==> config.mk <==
export PLATFORM = sky130hd
export DESIGN_NAME = lut_mult_accumulator
export DESIGN_NICKNAME = d
export VERILOG_FILES = /design/src/rtl/lut_mult_accumulator.sv
export SDC_FILE = /design/constraint.sdc
export NUM_CORES = 1
export LEC_CHECK = 0
export ABC_AREA = 1
export CORE_AREA = 4 4 78 80
export DETAILED_ROUTE_END_ITERATION = 8
export DIE_AREA = 0 0 82 84
export PLACE_DENSITY_LB_ADDON = 0.3
export SYNTH_ARGS = -nofsm -noshare
export SYNTH_HDL_FRONTEND = slang
export SYNTH_SLANG_ARGS = --single-unit
==> constraint.sdc <==
create_clock -name clk -period 3.8 [get_ports clk]
set_input_delay 0.38 -clock clk [delete_from_list [all_inputs] [get_ports clk]]
set_output_delay 0.38 -clock clk [all_outputs]
set_load 0.01 [all_outputs]
==> src/rtl/lut_mult_accumulator.sv <==
// lut_mult_accumulator: sums N_TERMS unsigned products from the LUT multiplier
// into one ACC_W-bit result with a sticky overflow flag, handed downstream on a
// valid/ready port. Optional macro SATURATE_EN clamps the sum at all-ones on
// carry instead of wrapping.
module lut_mult_accumulator #(
  parameter int unsigned PROD_W  = 16,
  parameter int unsigned ACC_W   = 24,
  parameter int unsigned N_TERMS = 8
) (
  input  logic              clk,
  input  logic              rst,
  input  logic              in_valid,
  output logic              in_ready,
  input  logic [PROD_W-1:0] in_prod,
  input  logic              flush,
  output logic              out_valid,
  input  logic              out_ready,
  output logic [ACC_W-1:0]  out_sum,
  output logic              out_ovf
);

  localparam int unsigned CNT_W = $clog2(N_TERMS + 1);
  localparam logic [CNT_W-1:0] LAST = CNT_W'(N_TERMS - 1);

  typedef enum logic {ACCUM, DONE} state_t;

  state_t           state, state_next;
  logic [ACC_W-1:0] acc;
  logic [CNT_W-1:0] cnt;
  logic             ovf;
  logic [ACC_W:0]   sum;
  logic             accept;
  logic             consume;

  // Widened sum so the carry out of ACC_W is visible.
  always_comb begin
    sum = {1'b0, acc} + {{(ACC_W + 1 - PROD_W){1'b0}}, in_prod};
  end

  // State register.
  always_ff @(posedge clk or posedge rst) begin
    if (rst) state <= ACCUM;
    else     state <= state_next;
  end

  // Next-state logic: flush wins, otherwise handshake-driven transitions.
  always_comb begin
    state_next = state;
    if (flush) begin
      state_next = ACCUM;
    end else begin
      case (state)
        ACCUM:   if (accept && (cnt == LAST)) state_next = DONE;
        DONE:    if (consume) state_next = ACCUM;
        default: state_next = ACCUM;
      endcase
    end
  end

  // Output and handshake decode; outputs come straight from registers.
  always_comb begin
    in_ready  = (state == ACCUM) && !flush && !rst;
    out_valid = (state == DONE);
    out_sum   = acc;
    out_ovf   = ovf;
    accept    = in_valid && in_ready;
    consume   = (state == DONE) && out_ready;
  end

  // Accumulator datapath: clear on flush or consume, add on accept.
  always_ff @(posedge clk or posedge rst) begin
    if (rst) begin
      acc <= '0;
      cnt <= '0;
      ovf <= 1'b0;
    end else if (flush) begin
      acc <= '0;
      cnt <= '0;
      ovf <= 1'b0;
    end else if (consume) begin
      acc <= '0;
      ovf <= 1'b0;
    end else if (accept) begin
`ifdef SATURATE_EN
      acc <= sum[ACC_W] ? '1 : sum[ACC_W-1:0];
`else
      acc <= sum[ACC_W-1:0];
`endif
      if (sum[ACC_W]) ovf <= 1'b1;
      cnt <= (cnt == LAST) ? '0 : cnt + 1'b1;
    end
  end

endmodule

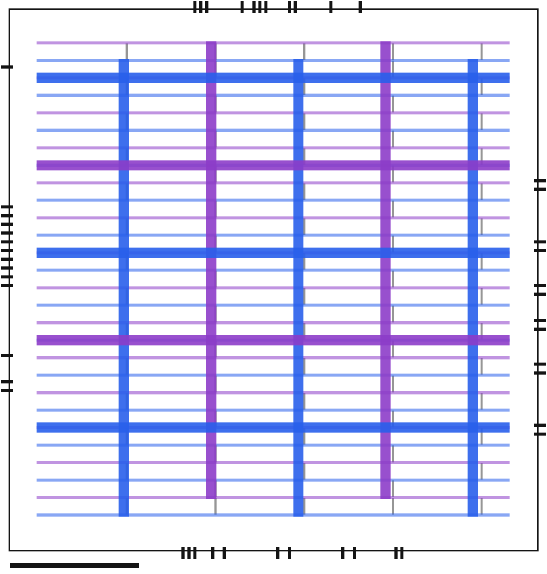
*Floorplan with the power grid*
Bar = 20 µm. Pins as bars on the die edge. Tap cells in gray.
Purple is VDD. Blue is VSS.
28 met1 rails follow the rows. 72 tap cells. 48 signal pins sit on the boundary. 5 straps on met5. The core has 27 rows.
Die Span Y: 84 µm
VDD IR max: 0.0001731 V
core region area: 5405 µm²
die span in x: 82 µm

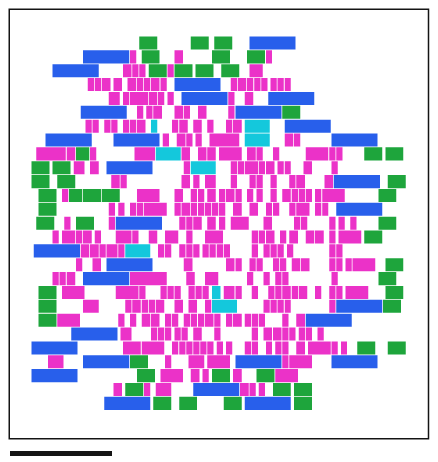
*Cells colored by class*
Bar = 20 µm.
Cyan is clock drivers and dummy loads, cells 8. Blue is flip-flops, cells 30. Magenta is all other logic, cells 323. Green is other buffers and delay cells, cells 49.
flip-flop and latch share of the layout cell area: 24.96%
post-route core utilization: 55.65%
row cnt: 27
post-layout instance area: 3008 µm²

==> impl_metrics.env <==
# yosys + openroad results
export IMPL_status="finished, final reports clean"
export IMPL_areaGrowthSynthToFinish_pct=27.40
export IMPL_placed_cell_area_um2=2917
export IMPL_static_leakage_power_nw=1.534
export IMPL_achievable_clock_frequency_mhz=464.7
export IMPL_dominant_kind_of_combinational_cell="simple AND/OR/NAND/NOR gates"
export IMPL_ys_sh_adder_pct=9.857
export IMPL_whs_ps=505.3
export IMPL_wl_per_cell_um=12.43
export IMPL_drc_errors=0
export IMPL_synthDominantCellAreaShare_pct=31.80
export IMPL_drt_initial_drc_count=135
export IMPL_synth_avg_cell_area_um2=6.613
export IMPL_fin_crit_sh_pct=56.63
export IMPL_grt_overflow_total=0
export IMPL_most_numerous_logic_cell_after_layout="sky130_fd_sc_hd__nand2_1"
export IMPL_p_clk_share_pct=30.1
export IMPL_worst_hold_path_num_cells=2
export IMPL_ys_ff=30
export IMPL_power_density_nw_per_um2=296.0
export IMPL_cp_data_required_time_ps=3970
export IMPL_antenna_violating_nets_post_route=0
export IMPL_cts_buffer_depth=2
export IMPL_chip_area_um2=6888
export IMPL_final_setup_skew_ps=5.248
export IMPL_ys_top_cells_by_count="sky130_fd_sc_hd__nand2_1 (129), sky130_fd_sc_hd__inv_1 (39), sky130_fd_sc_hd__nor2_1 (39)"
export IMPL_fin_cells=482
export IMPL_part_of_the_total_power_dissipated_in_sequential_elements_pct=40.6
export IMPL_post_cts_setup_buffers=0
export IMPL_timing_critical_path_from_type="input port"
export IMPL_synth_xor_xnor_area_share_pct=1.113
export IMPL_post_drt_via_cell_ratio=5.058
export IMPL_ctsRootBufferMaster="sky130_fd_sc_hd__clkbuf_8"
export IMPL_cpPeakStageDelay_ps=430
export IMPL_timing_reg2reg_setup_slack_ps=1760
export IMPL_num_vias=2438
export IMPL_synth_nets=396
export IMPL_synthCells=357
export IMPL_cp_end_kind="flop"
export IMPL_floorplan_io_pins=48
export IMPL_path_cells="clkdlybuf4s50_1 -> ha_1 -> fa_1 -> nand2_1 -> nand3_1 -> nand3_1 -> nand2_1 -> nand3b_1 -> nand2_1 -> nand2_1 -> nand2_1 -> nand2_1 -> nor2_1"
export IMPL_nets=448
sequential cells by signal (all words and copies together), names as in the netlist:
signal,flops
cnt,4
out_ovf,1
out_sum,24
out_valid,1
power by group through the flow:
stage / clock network, mW / logic (mW) / registers (mW)
floorplan: 0 / 0.157 / 0.371
global placement: 0 / 0.256 / 0.367
detailed placement: 0 / 0.259 / 0.367
CTS: 0.273 / 0.261 / 0.362
global route: 0.286 / 0.293 / 0.366
finish: 0.268 / 0.260 / 0.362
routing by layer:
| layer | vias up | track usage (%) | routed length, µm | share of wire, % |
|---|---|---|---|---|
| li1 | 1256 | - | - | - |
| met1 | 1127 | 25.24 | 2885 | 48 |
| met2 | 50 | 29.83 | 2727 | 46 |
| met3 | 5 | 4.104 | 324 | 5.4 |
| met4 | 0 | 3.927 | 53 | 0.88 |
| met5 | - | 0 | 0 | 0 |
cell type report:
cell class / instances / area (µm²)
clock buffers: 7 / 86.33
clock inverters: 1 / 5.005
fillers: 558 / 2397
inverters: 40 / 152.6
multi-input cells: 283 / 1438
flip-flops and latches: 30 / 750.7
well taps: 72 / 90.09
repair buffers: 49 / 485.5
final timing paths:
| path | startpoint | to |
|---|---|---|
| max reg2reg | out_sum[0] | out_sum[20] |
| min | out_sum[10] | out_sum[10] |
| max in group asynchronous | rst | out_sum[8] |
| max | in_prod[0] | out_sum[20] |
| min reg2reg | out_sum[10] | out_sum[10] |
| min in group asynchronous | rst | out_valid |
worst min-delay path, stage by stage (launching register included):
cell and delay [ps]:
sky130_fd_sc_hd__dfrtp_1 360, sky130_fd_sc_hd__nand2_1 60, sky130_fd_sc_hd__nand2_1 50
Power figures rest on the tool's default switching activity, not on a simulated workload.
